Figure 1. Cell classes on the final placement.
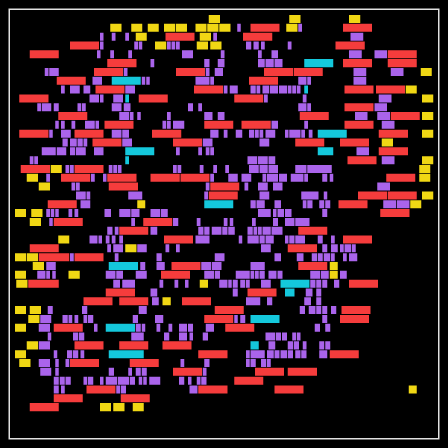
Figure 2. Wires at chosen ports, followed through buffers.
Scale bar: 50 um.
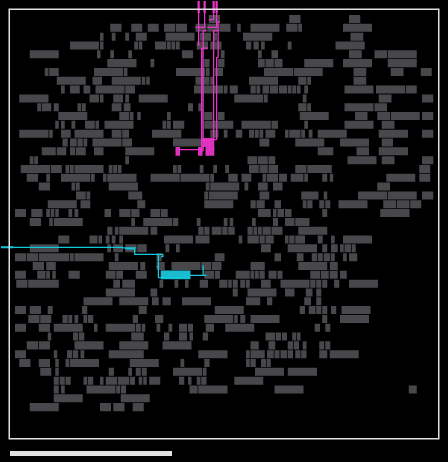
Figure 3. Local utilization.
Scale bar: 50 um. 13 x 13 tiles, from black (low) to pale yellow (high), 0 to 100% covered.
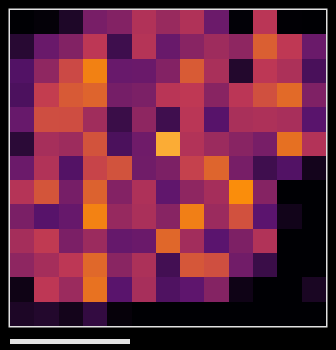
Figure 4. Supply network.
Scale bar: 50 um. Pins as bars on the die edge.
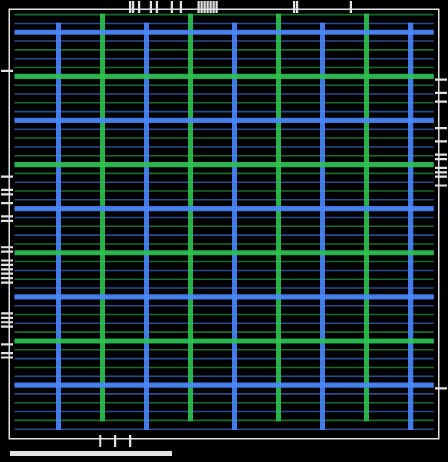
--- src/rtl/spi_master_burst.sv ---
// Burst SPI master: ID byte {SLAVE_ID,rw}, address, 1..2^LEN_W data words, runtime CPOL/CPHA/divider.
// Optional SPI_LOOPBACK_EN adds a loopback input (miso := mosi, slave selects held high).
module spi_master_burst #(
   parameter int         DIV_W    = 10,
   parameter int         DATA_W   = 8,
   parameter int         ADDR_W   = 8,
   parameter int         LEN_W    = 4,
   parameter int         NUM_SS   = 2,
   parameter logic [6:0] SLAVE_ID = 7'h32,
   localparam int        SS_W     = (NUM_SS > 1) ? $clog2(NUM_SS) : 1
) (
   input  logic              n_reset,
   input  logic              clock,
   input  logic              start,
   input  logic              rw,
   input  logic              cpol,
   input  logic              cpha,
   input  logic [DIV_W-1:0]  div,
   input  logic [SS_W-1:0]   ss_sel,
   input  logic [ADDR_W-1:0] addr,
   input  logic [LEN_W-1:0]  len,
   input  logic [DATA_W-1:0] wdata,
   output logic              wdata_req,
   output logic [DATA_W-1:0] rdata,
   output logic              rdata_valid,
   output logic              busy,
   output logic              done,
   output logic [NUM_SS-1:0] ss_n,
   output logic              sck,
   output logic              mosi,
`ifdef SPI_LOOPBACK_EN
   input  logic              loopback,
`endif
   input  logic              miso
);

   localparam int HDR_W = 8 + ADDR_W;
   localparam int MAX_N = HDR_W + (2**LEN_W) * DATA_W;
   localparam int BC_W  = $clog2(MAX_N);
   localparam int WP_W  = $clog2(DATA_W);

   typedef enum logic [2:0] {IDLE, SETUP, SHIFT, HOLD, GAP} state_t;
   state_t state_q, state_d;

   logic              rw_q, cpol_q, cpha_q;
   logic [DIV_W-1:0]  div_q, hcnt;
   logic [LEN_W-1:0]  len_q, widx;
   logic [DATA_W-1:0] wbuf_q, dat_sr, rx_sr, rdata_q;
   logic [HDR_W-1:0]  hdr_sr, hdr_init;
   logic [BC_W-1:0]   bcnt;
   logic [WP_W-1:0]   wpos;
   logic [NUM_SS-1:0] ss_q, ss_dec;
   logic              sck_q, mosi_q, cap_pend, rdata_valid_q, wdata_req_q, done_q;
   logic              miso_i;

   logic              hc_done, in_hdr, hdr_last, word_end, last_bit, lead;
   logic              sck_edge, samp, drive, advance;
   logic              d_hdr, d_first;
   logic [LEN_W-1:0]  d_widx, nxt_widx;
   logic [DATA_W-1:0] d_word;

`ifdef SPI_LOOPBACK_EN
   assign miso_i = loopback ? mosi_q : miso;
   assign ss_n   = ss_q | {NUM_SS{loopback}};
`else
   assign miso_i = miso;
   assign ss_n   = ss_q;
`endif

   assign sck         = sck_q;
   assign mosi        = mosi_q;
   assign rdata       = rdata_q;
   assign rdata_valid = rdata_valid_q;
   assign wdata_req   = wdata_req_q;
   assign done        = done_q;
   assign busy        = (state_q == SETUP) || (state_q == SHIFT) || (state_q == HOLD);
   assign hdr_init    = {SLAVE_ID, rw, addr};

   // Bit position bookkeeping: bcnt/wpos/widx describe the bit currently on the wire.
   assign hc_done  = (hcnt == div_q);
   assign in_hdr   = (bcnt < BC_W'(HDR_W));
   assign hdr_last = (bcnt == BC_W'(HDR_W - 1));
   assign word_end = (wpos == WP_W'(DATA_W - 1));
   assign last_bit = !in_hdr && word_end && (widx == len_q);
   assign lead     = (sck_q == cpol_q);
   assign sck_edge = (state_q == SHIFT) && hc_done;
   assign samp     = sck_edge && (lead != cpha_q);
   assign advance  = sck_edge && !lead && !last_bit;
   assign drive    = sck_edge && (cpha_q ? lead : (!lead && !last_bit));
   assign nxt_widx = hdr_last ? '0 : ((!in_hdr && word_end) ? widx + LEN_W'(1) : widx);

   // CPHA=1 drives the current bit on the leading edge; CPHA=0 drives the following bit on the trailing edge.
   assign d_hdr   = cpha_q ? in_hdr : (in_hdr && !hdr_last);
   assign d_first = cpha_q ? (!in_hdr && (wpos == '0)) : (hdr_last || (!in_hdr && word_end));
   assign d_widx  = cpha_q ? widx : nxt_widx;
   assign d_word  = (d_widx == '0) ? wbuf_q : wdata;

   always_comb begin
      ss_dec = '1;
      for (int i = 0; i < NUM_SS; i++) ss_dec[i] = (ss_sel != SS_W'(i));
   end

   always_comb begin
      state_d = state_q;
      case (state_q)
         IDLE:    if (start) state_d = SETUP;
         SETUP:   if (hc_done) state_d = SHIFT;
         SHIFT:   if (sck_edge && !lead && last_bit) state_d = HOLD;
         HOLD:    if (hc_done) state_d = GAP;
         GAP:     if (hc_done) state_d = IDLE;
         default: state_d = IDLE;
      endcase
   end

   always_ff @(posedge clock or negedge n_reset) begin
      if (!n_reset) state_q <= IDLE;
      else          state_q <= state_d;
   end

   always_ff @(posedge clock or negedge n_reset) begin
      if (!n_reset) begin
         rw_q <= 1'b0; cpol_q <= 1'b0; cpha_q <= 1'b0;
         div_q <= '0; hcnt <= '0; len_q <= '0; widx <= '0;
         wbuf_q <= '0; dat_sr <= '0; rx_sr <= '0; rdata_q <= '0;
         hdr_sr <= '0; bcnt <= '0; wpos <= '0; ss_q <= '1;
         sck_q <= 1'b0; mosi_q <= 1'b0; cap_pend <= 1'b0;
         rdata_valid_q <= 1'b0; wdata_req_q <= 1'b0; done_q <= 1'b0;
      end else begin
         rdata_valid_q <= 1'b0;
         wdata_req_q   <= 1'b0;
         done_q        <= 1'b0;
         cap_pend      <= 1'b0;

         if (state_q == IDLE || hc_done) hcnt <= '0;
         else                            hcnt <= hcnt + DIV_W'(1);

         if (state_q == IDLE && start) begin
            rw_q <= rw; cpol_q <= cpol; cpha_q <= cpha;
            div_q <= div; len_q <= len; wbuf_q <= wdata;
            bcnt <= '0; wpos <= '0; widx <= '0;
            ss_q <= ss_dec;
            sck_q <= cpol;
            wdata_req_q <= (len != '0);
            mosi_q <= cpha ? 1'b0 : SLAVE_ID[6];
            hdr_sr <= cpha ? hdr_init : (hdr_init << 1);
         end

         if (drive) begin
            if (d_hdr) begin
               mosi_q <= hdr_sr[HDR_W-1];
               hdr_sr <= hdr_sr << 1;
            end else if (d_first) begin
               mosi_q      <= !rw_q && d_word[DATA_W-1];
               dat_sr      <= d_word << 1;
               wdata_req_q <= (d_widx != '0) && (d_widx != len_q);
            end else begin
               mosi_q <= !rw_q && dat_sr[DATA_W-1];
               dat_sr <= dat_sr << 1;
            end
         end

         if (sck_edge) sck_q <= ~sck_q;

         if (samp && !in_hdr) begin
            rx_sr    <= {rx_sr[DATA_W-2:0], miso_i};
            cap_pend <= word_end;
         end

         if (cap_pend) begin
            rdata_q       <= rx_sr;
            rdata_valid_q <= 1'b1;
         end

         if (advance) begin
            bcnt <= bcnt + BC_W'(1);
            wpos <= (in_hdr || word_end) ? '0 : wpos + WP_W'(1);
            widx <= nxt_widx;
         end

         if (state_q == HOLD && hc_done) begin
            ss_q   <= '1;
            done_q <= 1'b1;
            mosi_q <= 1'b0;
         end
      end
   end

endmodule

--- config.mk ---
export PLATFORM = sky130hd
export DESIGN_NAME = spi_master_burst
export DESIGN_NICKNAME = d
export VERILOG_FILES = /design/src/rtl/spi_master_burst.sv
export SDC_FILE = /design/constraint.sdc
export NUM_CORES = 1
export LEC_CHECK = 0
export CAP_MARGIN = 10
export CORE_UTILIZATION = 30
export DETAILED_ROUTE_END_ITERATION = 6
export PLACE_DENSITY = 0.44
export SLEW_MARGIN = 25
export SYNTH_ARGS = -nofsm -noshare
export SYNTH_HDL_FRONTEND = slang
export SYNTH_SLANG_ARGS = --single-unit
--- constraint.sdc ---
create_clock -name clock -period 4.65 [get_ports clock]
set_input_delay 0.93 -clock clock [delete_from_list [all_inputs] [get_ports clock]]
set_output_delay 0.93 -clock clock [all_outputs]
set_load 0.005 [all_outputs]
==> results.toml <==
# physical design summary
[outcome]
status = "finished, final reports clean"

[place]
hpwlAfterDp_um = 8110

[floorplanning]
die_w_um = 132
fp.dieH_um = 132

[setup_path]
critPathLaunch = "wpos[0]"
cp.required_ps = 4910
arrival_ps = 3330
endpoint = "bcnt[2]"
crit_type = "register to register"
slowest_stage = "a21oi_1"

[cells_and_area]
lay_top_cells = "100 x nand2_1, 98 x dfrtp_1, 52 x clkdlybuf4s50_1, 45 x nor2_1, 33 x o21ai_0"
lay_top_count = "nand2_1"
regMostFlops = "hdr_sr"

[yosys]
syn_area_per_cell_um2 = 9.39
ys_sh_aoi_pct = 13.7
area_leaders = "dfrtp_1 48%, nand2_1 7.5%, mux2_2 4.2%"

[global_route]
grt_pass1_vias = 3832
grt.met2_usage_pct = 22.4

[drt]
dr.pass1.iters = 5
first_iter_violations = 251
drc = 0

[timing]
whs_ps = 477
About Figure 1:
colour	class	cells
yellow	other buffers and delay cells	58
cyan	clock drivers and dummy loads	16
purple	all other logic	411
red	flip-flops	100

About Figure 2:
colour	port	bits	direction	end cells	buffers	wire
cyan	`sck`	1	output	1	1	78.3 um
magenta	`len`	4	input	5	4	194 um

About Figure 3:
mean over tiles	33%
tiles over 75% full	1.2%
fullest tile	82%
nearly empty tiles	14%
emptiest ninth of the die	lower right
final core utilization: 36.9%
FP Util: 30.7%
core footprint: 16500 um2

About Figure 4:
colour	net
blue	VSS
green	VDD
met4 straps	9
met5 straps	9
signal pins	54

-- worst max-delay path, delay by kind of cell (launching register included) --
family,cells,cell delay (ps)
compound gates,5,1540
fa+ha+maj,2,580
flops,1,390
simple gates,1,470
-- report_power, final --
part	total, W	leakage [nW]	internal [W]	switching [W]
Sequential	0.00141	1.26	0.00114	0.000276
Combinational	0.00116	1.30	0.000510	0.000651
Clock	0.000763	0.140	0.000435	0.000328
-- kinds of logic (layout without fill, tap and decap cells) --
logic type / Yosys count / count (layout)
xor+xnor: 30 / 30
fa+ha+maj: 6 / 6
buf+inv: 46 / 91
flops: 100 / 100
mux: 32 / 32
compound gates: 107 / 107
simple gates: 219 / 219
No activity file was given, so power comes from the tool's default toggle rates.
